==> run_1/util_map.png <==
Scale: 1.5 px per micron. 17 x 17 tiles, from black (low) to pale yellow (high), 0 to 100% covered.
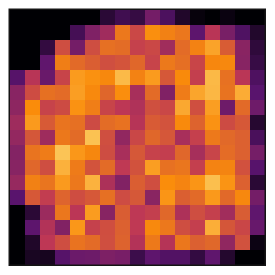
==> run_1/closeup.png <==
Window x 72 to 97, y 72 to 97 microns. Cells in grey, sequential cells in the stronger grey; small squares are vias.
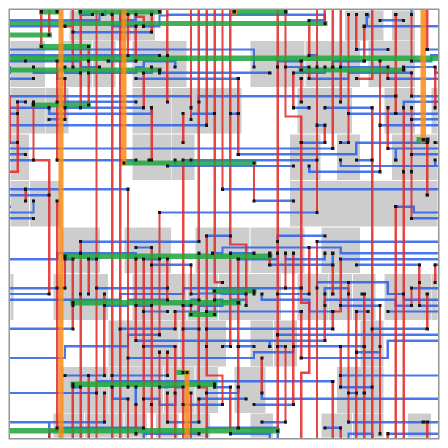
==> run_1/clock_nets.png <==
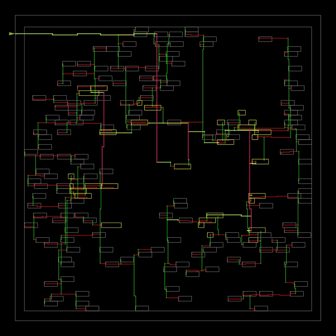
<file path="config.mk">
export PLATFORM = sky130hd
export DESIGN_NAME = sprite_layer_renderer
export DESIGN_NICKNAME = d
export VERILOG_FILES = /design/src/rtl/sprite_pkg.sv /design/src/rtl/sprite_slot_hit.sv /design/src/rtl/sprite_layer_renderer.sv
export SDC_FILE = /design/constraint.sdc
export NUM_CORES = 1
export LEC_CHECK = 0
export CAP_MARGIN = 20
export CORE_MARGIN = 5
export CORE_UTILIZATION = 50
export DETAILED_ROUTE_END_ITERATION = 8
export PLACE_DENSITY_LB_ADDON = 0.15
export SYNTH_ARGS = -nofsm -noshare
export SYNTH_HDL_FRONTEND = slang
export SYNTH_SLANG_ARGS = --single-unit
</file>
<file path="constraint.sdc">
create_clock -name vga_clk -period 17.8 [get_ports vga_clk]
set_input_delay 2.67 -clock vga_clk [delete_from_list [all_inputs] [get_ports vga_clk]]
set_output_delay 2.67 -clock vga_clk [all_outputs]
set_load 0.02 [all_outputs]
</file>
<file path="src/rtl/sprite_pkg.sv">
// rtl/sprite_pkg.sv - shared slot record, sizing helpers and screen constants for the sprite layer
package sprite_pkg;

    localparam int SCREEN_W = 640;
    localparam int SCREEN_H = 480;

    function automatic int clog2_min1(input int n);
        int r;
        r = 1;
        for (int i = 1; i < 31; i++) begin
            if ((1 << i) < n) r = i + 1;
        end
        return r;
    endfunction

    function automatic int rom_aw(input int num_img, input int frames, input int h, input int w);
        return clog2_min1(num_img * frames * h * w);
    endfunction

    // img/frame are held at a fixed 8-bit width so the record does not depend on module parameters
    typedef struct packed {
        logic [9:0] x;
        logic [9:0] y;
        logic [7:0] img;
        logic [7:0] frame;
        logic       en;
        logic       anim;
`ifdef SPRITE_FLIP_EN
        logic       flip;
`endif
    } slot_t;

endpackage

</file>
<file path="src/rtl/sprite_slot_hit.sv">
// rtl/sprite_slot_hit.sv - bounding-box hit test and source-pixel offsets for one sprite slot
module sprite_slot_hit #(
    parameter int SPR_W      = 20,
    parameter int SPR_H      = 20,
    parameter int SCALE_LOG2 = 0
) (
    input  logic [9:0]  draw_x_i,
    input  logic [9:0]  draw_y_i,
    input  logic [9:0]  slot_x_i,
    input  logic [9:0]  slot_y_i,
    input  logic        en_i,
    output logic        hit_o,
    output logic [10:0] dx_o,
    output logic [10:0] dy_o
);

    logic [10:0] diff_x;
    logic [10:0] diff_y;

    // 11-bit unsigned differences: a pixel left of / above the slot wraps to a huge value and misses
    assign diff_x = {1'b0, draw_x_i} - {1'b0, slot_x_i};
    assign diff_y = {1'b0, draw_y_i} - {1'b0, slot_y_i};

    assign hit_o = en_i
                 && (diff_x < 11'(SPR_W << SCALE_LOG2))
                 && (diff_y < 11'(SPR_H << SCALE_LOG2));
    assign dx_o  = diff_x >> SCALE_LOG2;
    assign dy_o  = diff_y >> SCALE_LOG2;

endmodule

</file>
<file path="src/rtl/sprite_layer_renderer.sv">
// rtl/sprite_layer_renderer.sv - NUM_SLOTS animated sprites over one ROM, 3-stage pixel pipeline; SPRITE_FLIP_EN adds cfg_flip
module sprite_layer_renderer
    import sprite_pkg::*;
#(
    parameter int NUM_SLOTS  = 4,
    parameter int SPR_W      = 20,
    parameter int SPR_H      = 20,
    parameter int NUM_IMG    = 4,
    parameter int FRAMES     = 2,
    parameter int SCALE_LOG2 = 0,
    parameter int ANIM_DIV   = 8,
    parameter int IDX_W      = 8,
    parameter int TRANSP_IDX = 0,
    localparam int SLOT_W    = clog2_min1(NUM_SLOTS),
    localparam int IMG_W     = clog2_min1(NUM_IMG),
    localparam int ROM_AW    = rom_aw(NUM_IMG, FRAMES, SPR_H, SPR_W)
) (
    input  logic              vga_clk,
    input  logic              reset_n,
    input  logic [9:0]        DrawX,
    input  logic [9:0]        DrawY,
    input  logic              blank,
    input  logic              vsync,
    input  logic              cfg_we,
    input  logic [SLOT_W-1:0] cfg_slot,
    input  logic [9:0]        cfg_x,
    input  logic [9:0]        cfg_y,
    input  logic [IMG_W-1:0]  cfg_img,
    input  logic              cfg_en,
    input  logic              cfg_anim,
`ifdef SPRITE_FLIP_EN
    input  logic              cfg_flip,
`endif
    output logic [ROM_AW-1:0] rom_address,
    input  logic [IDX_W-1:0]  rom_q,
    output logic [IDX_W-1:0]  pal_index,
    input  logic [3:0]        pal_red,
    input  logic [3:0]        pal_green,
    input  logic [3:0]        pal_blue,
    output logic [3:0]        red,
    output logic [3:0]        green,
    output logic [3:0]        blue,
    output logic              sprite_on
);

    localparam int DIV_W = clog2_min1(ANIM_DIV);

    slot_t             slots_q [NUM_SLOTS];
    slot_t             slots_d [NUM_SLOTS];
    logic              vsync_q;
    logic [DIV_W-1:0]  div_q, div_d;
    logic              vs_fall, anim_step;

    logic              hit_w [NUM_SLOTS];
    logic [10:0]       dx_w  [NUM_SLOTS];
    logic [10:0]       dy_w  [NUM_SLOTS];

    logic              sel_hit;
    logic [10:0]       sel_dx, sel_dy, dx_eff;
    logic [7:0]        sel_img, sel_frame;
`ifdef SPRITE_FLIP_EN
    logic              sel_flip;
`endif

    logic [ROM_AW-1:0] addr_q, addr_d;
    logic              hit0_q, blank0_q, hit1_q, blank1_q;
    logic [3:0]        red_q, green_q, blue_q, red_d, green_d, blue_d;
    logic              on_q, on_d;

    assign vs_fall   = vsync_q & ~vsync;
    assign anim_step = vs_fall && (div_q == DIV_W'(ANIM_DIV - 1));

    always_comb begin
        div_d = div_q;
        if (vs_fall) div_d = anim_step ? '0 : div_q + 1'b1;
    end

    // Slot update: animation first, then a config write overrides it for the addressed slot
    always_comb begin
        for (int i = 0; i < NUM_SLOTS; i++) begin
            slots_d[i] = slots_q[i];
            if (anim_step && slots_q[i].anim)
                slots_d[i].frame = (slots_q[i].frame >= 8'(FRAMES - 1)) ? 8'd0 : slots_q[i].frame + 8'd1;
            if (cfg_we && (32'(cfg_slot) == i)) begin
                slots_d[i].x     = cfg_x;
                slots_d[i].y     = cfg_y;
                slots_d[i].img   = 8'(cfg_img);
                slots_d[i].frame = 8'd0;
                slots_d[i].en    = cfg_en;
                slots_d[i].anim  = cfg_anim;
`ifdef SPRITE_FLIP_EN
                slots_d[i].flip  = cfg_flip;
`endif
            end
        end
    end

    for (genvar g = 0; g < NUM_SLOTS; g++) begin : g_slot
        sprite_slot_hit #(
            .SPR_W      (SPR_W),
            .SPR_H      (SPR_H),
            .SCALE_LOG2 (SCALE_LOG2)
        ) u_hit (
            .draw_x_i (DrawX),
            .draw_y_i (DrawY),
            .slot_x_i (slots_q[g].x),
            .slot_y_i (slots_q[g].y),
            .en_i     (slots_q[g].en),
            .hit_o    (hit_w[g]),
            .dx_o     (dx_w[g]),
            .dy_o     (dy_w[g])
        );
    end

    // Walk from the top index down so the lowest-index hit is the one left standing
    always_comb begin
        sel_hit   = 1'b0;
        sel_dx    = '0;
        sel_dy    = '0;
        sel_img   = '0;
        sel_frame = '0;
`ifdef SPRITE_FLIP_EN
        sel_flip  = 1'b0;
`endif
        for (int i = NUM_SLOTS - 1; i >= 0; i--) begin
            if (hit_w[i]) begin
                sel_hit   = 1'b1;
                sel_dx    = dx_w[i];
                sel_dy    = dy_w[i];
                sel_img   = slots_q[i].img;
                sel_frame = slots_q[i].frame;
`ifdef SPRITE_FLIP_EN
                sel_flip  = slots_q[i].flip;
`endif
            end
        end
        dx_eff = sel_dx;
`ifdef SPRITE_FLIP_EN
        if (sel_flip) dx_eff = 11'(SPR_W - 1) - sel_dx;
`endif
        addr_d = '0;
        if (sel_hit)
            addr_d = ROM_AW'(((32'(sel_img) * FRAMES + 32'(sel_frame)) * SPR_H + 32'(sel_dy)) * SPR_W + 32'(dx_eff));
    end

    assign pal_index = rom_q;

    always_comb begin
        red_d   = 4'd0;
        green_d = 4'd0;
        blue_d  = 4'd0;
        on_d    = 1'b0;
        if (hit1_q && blank1_q && (rom_q != IDX_W'(TRANSP_IDX))) begin
            red_d   = pal_red;
            green_d = pal_green;
            blue_d  = pal_blue;
            on_d    = 1'b1;
        end
    end

    always_ff @(posedge vga_clk) begin
        if (!reset_n) begin
            for (int i = 0; i < NUM_SLOTS; i++) slots_q[i] <= '0;
            vsync_q  <= 1'b0;
            div_q    <= '0;
            addr_q   <= '0;
            hit0_q   <= 1'b0;
            blank0_q <= 1'b0;
            hit1_q   <= 1'b0;
            blank1_q <= 1'b0;
            red_q    <= 4'd0;
            green_q  <= 4'd0;
            blue_q   <= 4'd0;
            on_q     <= 1'b0;
        end else begin
            for (int i = 0; i < NUM_SLOTS; i++) slots_q[i] <= slots_d[i];
            vsync_q  <= vsync;
            div_q    <= div_d;
            addr_q   <= addr_d;
            hit0_q   <= sel_hit;
            blank0_q <= blank;
            hit1_q   <= hit0_q;
            blank1_q <= blank0_q;
            red_q    <= red_d;
            green_q  <= green_d;
            blue_q   <= blue_d;
            on_q     <= on_d;
        end
    end

    assign rom_address = addr_q;
    assign red         = red_q;
    assign green       = green_q;
    assign blue        = blue_q;
    assign sprite_on   = on_q;

endmodule

</file>
==> flow_summary.yaml, run 1 <==
# synthesis and place-and-route metrics
cts:
  cts_tree: "built"
  numCtsBuffers: 17
  ctsResizeCount: 0
  cts_sinks: 161
  cts_max_path_buffers: 2
  hold_buffers: 0
  cts.clk_slew.worst_paths_ns: 0.07
  cts_root_buf: "clkbuf_16"
  clk_latency_ns: 0.44
  post_cts_buffers: 0
  htreeDepth: 4
global_routing:
  busiest_layer: "met2"
  antenna_found_initial: 0
  grt_use_met3_pct: 4.64
  grt_max_degree: 81
  gr-usage-met2_pct: 41.1
  grt_util_all_layers_pct: 25.8
  gr-total-overflow: 0
  met1_usage_pct: 35.7
  grt_pass1_vias: 11347
layout:
  largest_register_ffs: 128
  layout.area.comb_sq_um: 8730
  logic_gates: 1287
  seq-cell-share_pct: 22.1
  n_fill_cell: 2307
  fin_area_sq_um: 14600
  buffers_excl_clock: 113
  sh_comb_area_pct: 59.8
  clock_buffers: 18
  largest-register: "slots_q"
  final_cell_mix: "nand2_1 (256), dfxtp_1 (161), inv_1 (144)"
  final_layout_size_suffix_gt1_share_pct: 4.55
  final_util_pct: 58.0
  inverters: 144
  dominant_cells: "combinational gates"
  seqCellArea_sq_um: 3220
  nets: 1942
  antennaDiodeCount: 0
  layout_top_cell: "nand2_1"
  area_growth_pct: 14.5
  clkCellAreaFrac_pct: 4.04
  buffer_area_share_pct: 7.56
  layout.cells.non_filler: 2065
synth:
  edf_count: 0
  synth_cell_types: 82
  flop_cell: "dfxtp_1"
  top_cell: "nand2_1"
  ys_seq_share_pct: 25.3
  area_leaders: "dfxtp_1 (25%), ha_1 (13%), nand2_1 (7.5%)"
  ys_area_sq_um: 12800
  synth_area_per_cell_sq_um: 7.73
  synthesis.instances: 1650
  syn_area_sq_um: 12800
  synth_stat.cells: 1650
  yosys-top-cells-count: "nand2_1 (256), dfxtp_1 (161), inv_1 (144)"
  yosysTopAreaCell: "dfxtp_1"
  numSynthFlops: 161
  top_area_share_pct: 25.3
  synth-async-reset-ratio_pct: 0
  ys_warn_count: 0
pwr:
  powerDensity_nw_per_um2: 66.7
  peakVddDrop_uv: 69.6
  p_leak_nw: 5.80
  p_total_mw: 0.973
floorplanning:
  num_io_pins: 104
  die_area_sq_um: 28800
  fp-utilization_pct: 50.6
  die_x_microns: 170
  nWellTaps: 330
  core.rowCount: 58
  die_h_microns: 170
detailed_routing:
  drc: 0
  viasPerCell: 5.82
  dr.pass1.iters: 5
  drt-initial-drc-count: 992
  routedWlPerCell_microns: 18.2
  wl_microns: 37600
  vias: 12013
  dr_wl_met2_microns: 16700
  postRouteAntennaNets: 0
  dr_wl_met3_microns: 2740
timing:
  layout_setup_ws_ns: 6.20
  report.final.setup_viol: 0
  slew_headroom_pct: 28.1
  period_minus_slack_ns: 11.60
  finClkSkew_ns: 0.0151
  period_used_pct: 65.2
  whs_ns: 0.436
  rsz0062_at_grt: "false"
  setup_tns_ns: 0
  slew_violations: 0
  fmaxAchievable_ghz: 0.0862
  worstMarginPinSlew_ns: 1.07
  hold_viol: 0
place:
  port_buffers: 103
  dp.cells: 2033
  pre_cts_ws_ns: 5.92
  hpwlAfterDp_microns: 28100
  gp_congestion: 0.956
flow_run:
  maxCapViolations: 0
  warnings: 34
critical_path:
  cp-end-kind: "flop"
  slowest_stage: "nor4_1"
  path_buffers: 4
  arrival_ns: 11.88
  crit_fanout: 12
  cpPeakStageDelay_ns: 0.92
  cp-start-kind: "input port"
  cpMostUsedCell: "ha_1"
  crit_family: "adder cells"
  crit_type: "in -> reg"
run_status:
  status: "finished, final reports clean"
-- util_map.png (at the start) --
fullest tile	87%
tiles over 75% full	11%
nearly empty tiles	8.3%

-- closeup.png (at the start) --
colour	layer
orange	M4
green	M3
blue	M1
red	M2
cells with their middle in the window	58
sequential cells in the window	0
most frequent	nand2_1 (8), nor2_1 (6), o21ai_0 (5)

-- clock_nets.png (at the start) --
Seq cells: 161
Clk. pwr: 0.381 mW

## run 1: path summary, 6_finish.rpt
kind,end,from,slack (ns),cells after the start
max,rom_address[11],DrawX[0],6.20,37
min,hit1_q,hit0_q,0.44,1
max reg2reg,rom_address[11],slots_q[3][28],8.68,35
min reg2reg,hit1_q,hit0_q,0.44,1
## run 1: power breakdown
group	total, mW	internal, mW	leakage, nW	switching (mW)
combinational	0.221	0.0904	4.21	0.130
clock	0.381	0.213	0.289	0.168
sequential	0.372	0.368	1.30	0.00416
total	0.973	0.671	5.80	0.302
## run 1: cell families after synthesis
kind of cell	after synthesis	share of synthesized area (%)
mux	29	2.43
buf+inv	211	6.59
xor+xnor	53	3.64
other cells	1	0.0294
compound gates	416	22.7
fa+ha+maj	147	15.2
simple gates	632	24.1
flops	161	25.3
==> run_1/clock_wires.png <==
Scale: 3 px per micron.
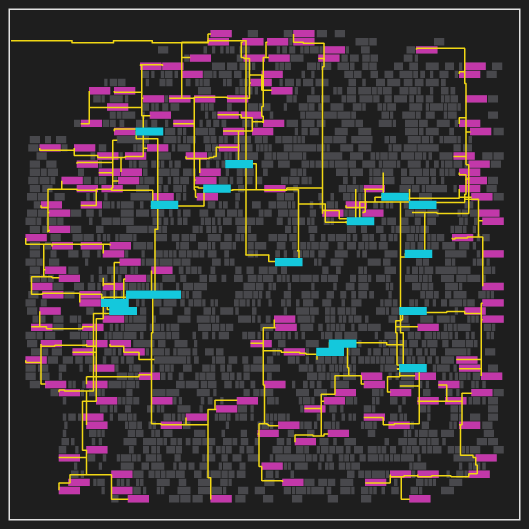

==> run 2: changes to the inputs <==
==> constraint.sdc (replaced) <==
create_clock -name vga_clk -period 11.9 [get_ports vga_clk]
set_input_delay 1.785 -clock vga_clk [delete_from_list [all_inputs] [get_ports vga_clk]]
set_output_delay 1.785 -clock vga_clk [all_outputs]
set_load 0.02 [all_outputs]
==> run_2/clock_wires.png <==
Scale: 3 px per micron.
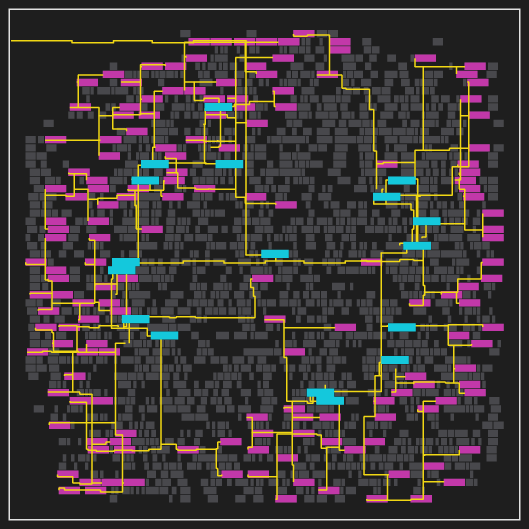
[magenta] flip-flops | count: 161
[cyan] clock-net drivers | count: 17
[yellow] clock wires | length: 2620 microns
flops lie	spread over the die

==> flow_summary.yaml, run 2 <==
# synthesis and place-and-route metrics
synth:
  area_leaders: "dfxtp_1 (25%), ha_1 (13%), nand2_1 (7.5%)"
  synthXorXnorAreaFrac_pct: 3.64
  ys_seq_share_pct: 25.3
  adder_share_pct: 15.2
  ys_warn_count: 0
  mux_share_pct: 2.43
  synth_cell_types: 82
  synth_stat.cells: 1650
global_routing:
  grt_pass1_vias: 11343
  gr-total-overflow: 0
  grt_use_met3_pct: 4.78
  antenna_found_initial: 1
  grt_max_degree: 66
  busiest_layer: "met2"
  gr-usage-met2_pct: 42.1
timing:
  hold_viol: 0
  whs_ns: 0.449
  period_used_pct: 86.6
  layout_setup_ws_ns: 1.60
  finClkSkew_ns: 0.0159
  period_minus_slack_ns: 10.30
  slew_headroom_pct: 25.8
  slew_violations: 0
run_status:
  status: "finished, final reports clean"
detailed_routing:
  wl_microns: 38100
  postRouteAntennaNets: 0
  viasPerCell: 5.81
pwr:
  p_total_mw: 1.44
  seq_power_share_pct: 38.6
  internal_power_mw: 0.968
  switching_share_pct: 32.8
  peakVddDrop_uv: 85.9
  powerDensity_nw_per_um2: 98.6
  p_sw_mw: 0.472
floorplanning:
  die_area_sq_um: 28800
  core.rowCount: 58
  num_io_pins: 104
critical_path:
  cp-startpoint: "DrawX[1]"
  cp-start-kind: "input port"
  crit_family: "adder cells"
  worstSetupEndpoint: "rom_address[11]"
  reg2reg_slack_ns: 3.19
  crit_fanout: 23
  slowest_stage: "clkdlybuf4s50_1"
  cp.depth: 33
  r2r_end: "rom_address[11]"
cts:
  cts.clk_slew.worst_paths_ns: 0.07
  cts_sinks: 161
  hold_buffers: 0
  cts_tree: "built"
  clk_latency_ns: 0.44
  numCtsBuffers: 17
  cts_root_buf: "clkbuf_16"
  post_cts_buffers: 0
layout:
  clkCellAreaFrac_pct: 3.89
  seqCellArea_sq_um: 3220
  largest-register: "slots_q"
  layout_top_cell: "nand2_1"
  fin_area_sq_um: 14600
  dominant_cells: "combinational gates"
  largest_register_ffs: 128
  antennaDiodeCount: 0
  sh_comb_area_pct: 59.8
  inverters: 144
  layout.area.comb_sq_um: 8730
place:
  port_buffers: 103
  pre_cts_ws_ns: 1.27
worst_hold_path:
  holdPathStages: 1
-- run 2: worst register-to-register path, delay by kind of cell (launching register included) --
kind / cells / cell delay (ns)
buffers and inverters: 1 / 0.07
and+or+nand+nor: 6 / 1.17
adders and majority gates: 11 / 3.59
xor gates and xnor gates: 6 / 1.08
DFF: 1 / 0.34
AOI/OAI and AO/OA: 10 / 2.32
-- run 2: kinds of logic after synthesis --
group                      after synthesis
other                                    1
xor gates and xnor gates                53
AOI/OAI and AO/OA                      416
muxes                                   29
buffers and inverters                  211
DFF                                    161
adders and majority gates              147
and+or+nand+nor                        632
-- run 2: power by group through the flow --
stage,clock network (mW),logic (mW),registers [mW]
floorplan,0,0.221,0.566
global placement,0,0.317,0.568
detailed placement,0,0.321,0.569
CTS,0.566,0.324,0.556
global route,0.588,0.363,0.557
finish,0.553,0.331,0.556
==> run_2/class_map.png <==
Scale: 2 px per micron. Fill, decap, tap and diode cells in grey.
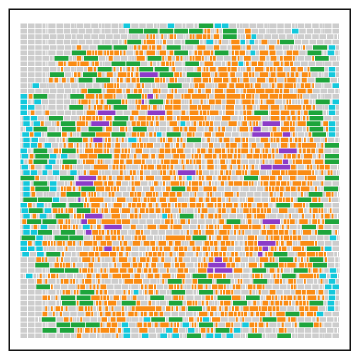

==> run 3: changes to the inputs <==
--- a/config.mk
+++ b/config.mk
@@ -8,6 +8,7 @@
 export CAP_MARGIN = 20
 export CORE_MARGIN = 5
 export CORE_UTILIZATION = 50
+export CTS_CLUSTER_DIAMETER = 40
 export DETAILED_ROUTE_END_ITERATION = 8
 export PLACE_DENSITY_LB_ADDON = 0.15
 export SYNTH_ARGS = -nofsm -noshare
==> constraint.sdc (replaced) <==
create_clock -name vga_clk -period 13.35 [get_ports vga_clk]
set_input_delay 2.0025 -clock vga_clk [delete_from_list [all_inputs] [get_ports vga_clk]]
set_output_delay 2.0025 -clock vga_clk [all_outputs]
set_load 0.02 [all_outputs]
==> run_3/class_map.png <==
Scale: 2 px per micron. Fill, decap, tap and diode cells in grey.
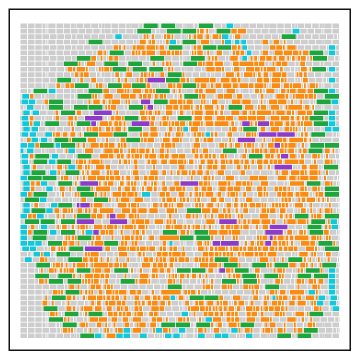
colour	class	cells
orange	remaining logic cells	1431
green	registers	161
purple	clock drivers and dummy loads	32
cyan	remaining buffers and delay cells	115

==> flow_summary.yaml, run 3 <==
# synthesis and place-and-route metrics
cts:
  hold_buffers: 0
  numCtsBuffers: 17
  cts.clk_slew.worst_paths_ns: 0.07
  cts_tree: "built"
  cts_sinks: 161
  post_cts_buffers: 0
  clk_latency_ns: 0.44
  cts_root_buf: "clkbuf_16"
synth:
  synth-async-reset-ratio_pct: 0
  mux_share_pct: 2.43
  ys_seq_share_pct: 25.3
  synthXorXnorAreaFrac_pct: 3.64
  synth_cell_types: 82
  synth_stat.cells: 1650
  synthesis.instances: 1650
  adder_share_pct: 15.2
  ys_warn_count: 0
  area_leaders: "dfxtp_1 (25%), ha_1 (13%), nand2_1 (7.5%)"
floorplanning:
  die_area_sq_um: 28800
  num_io_pins: 104
  core.rowCount: 58
  die_h_microns: 170
critical_path:
  r2r_end: "rom_address[11]"
  slowest_stage: "clkdlybuf4s50_1"
  cpMostUsedCell: "ha_1"
  cp-start-kind: "input port"
  worstSetupEndpoint: "rom_address[11]"
  cp-startpoint: "DrawX[1]"
  crit_fanout: 25
  reg2reg_slack_ns: 4.75
  r2r_start: "slots_q[2][28]"
layout:
  seqCellArea_sq_um: 3220
  area_growth_pct: 14.5
  largest-register: "slots_q"
  seq-cell-share_pct: 22.1
  inverters: 144
  clkCellAreaFrac_pct: 3.92
  layout.area.comb_sq_um: 8730
  dominant_cells: "combinational gates"
  largest_register_ffs: 128
  antennaDiodeCount: 0
  sh_comb_area_pct: 59.8
  layout_top_cell: "nand2_1"
global_routing:
  antenna_found_initial: 0
  grt_use_met3_pct: 5.45
  gr-usage-met2_pct: 40.6
  busiest_layer: "met2"
  grt_max_degree: 81
  grt_util_all_layers_pct: 25.9
  gr-total-overflow: 0
  grt_pass1_vias: 11277
pwr:
  seq_power_share_pct: 38.6
  power-top-group: "sequential cells"
  powerDensity_nw_per_um2: 87.9
  peakVddDrop_uv: 75.4
  p_sw_mw: 0.417
  internal_power_mw: 0.866
  comb_power_mw: 0.294
  switching_share_pct: 32.5
  p_seq_mw: 0.496
  pg_clk_mw: 0.494
  p_total_mw: 1.28
timing:
  period_used_pct: 78.5
  finClkSkew_ns: 0.0137
  whs_ns: 0.440
  slew_violations: 0
  slew_headroom_pct: 37.7
  layout_setup_ws_ns: 2.87
  hold_viol: 0
  period_minus_slack_ns: 10.48
detailed_routing:
  wl_microns: 37700
  postRouteAntennaNets: 0
  vias: 12019
  viasPerCell: 5.81
worst_hold_path:
  holdPathStages: 1
place:
  dp.cells: 2034
  port_buffers: 103
  pre_cts_ws_ns: 2.48
flow_run:
  maxCapViolations: 0
  warnings: 34
run_status:
  status: "finished, final reports clean"
## run 3: cell counts after synthesis
Identical to the previous run, type by type.
## run 3: cell families after synthesis
| kind of cell | count (synthesis) |
|---|---|
| and+or+nand+nor | 632 |
| buffers and inverters | 211 |
| DFF | 161 |
| xor gates and xnor gates | 53 |
| AOI/OAI and AO/OA | 416 |
| adders and majority gates | 147 |
| other | 1 |
| muxes | 29 |
## run 3: critical path, delay by kind of cell
kind	cells	cell delay, ns
compound gates	9	2.17
xor+xnor	6	1.09
fa+ha+maj	10	3.45
buf+inv	3	1.17
simple gates	5	0.88
## run 3: metrics by stage
step,util (%),cell area (sq um)
2_1_floorplan,-,12800
5_1_grt,58.0,14600
3_3_place_gp,55.6,14000
6_report,58.0,14600
3_5_place_dp,55.6,14000
4_1_cts,57.9,14600
Power figures rest on the tool's default switching activity, not on a simulated workload.
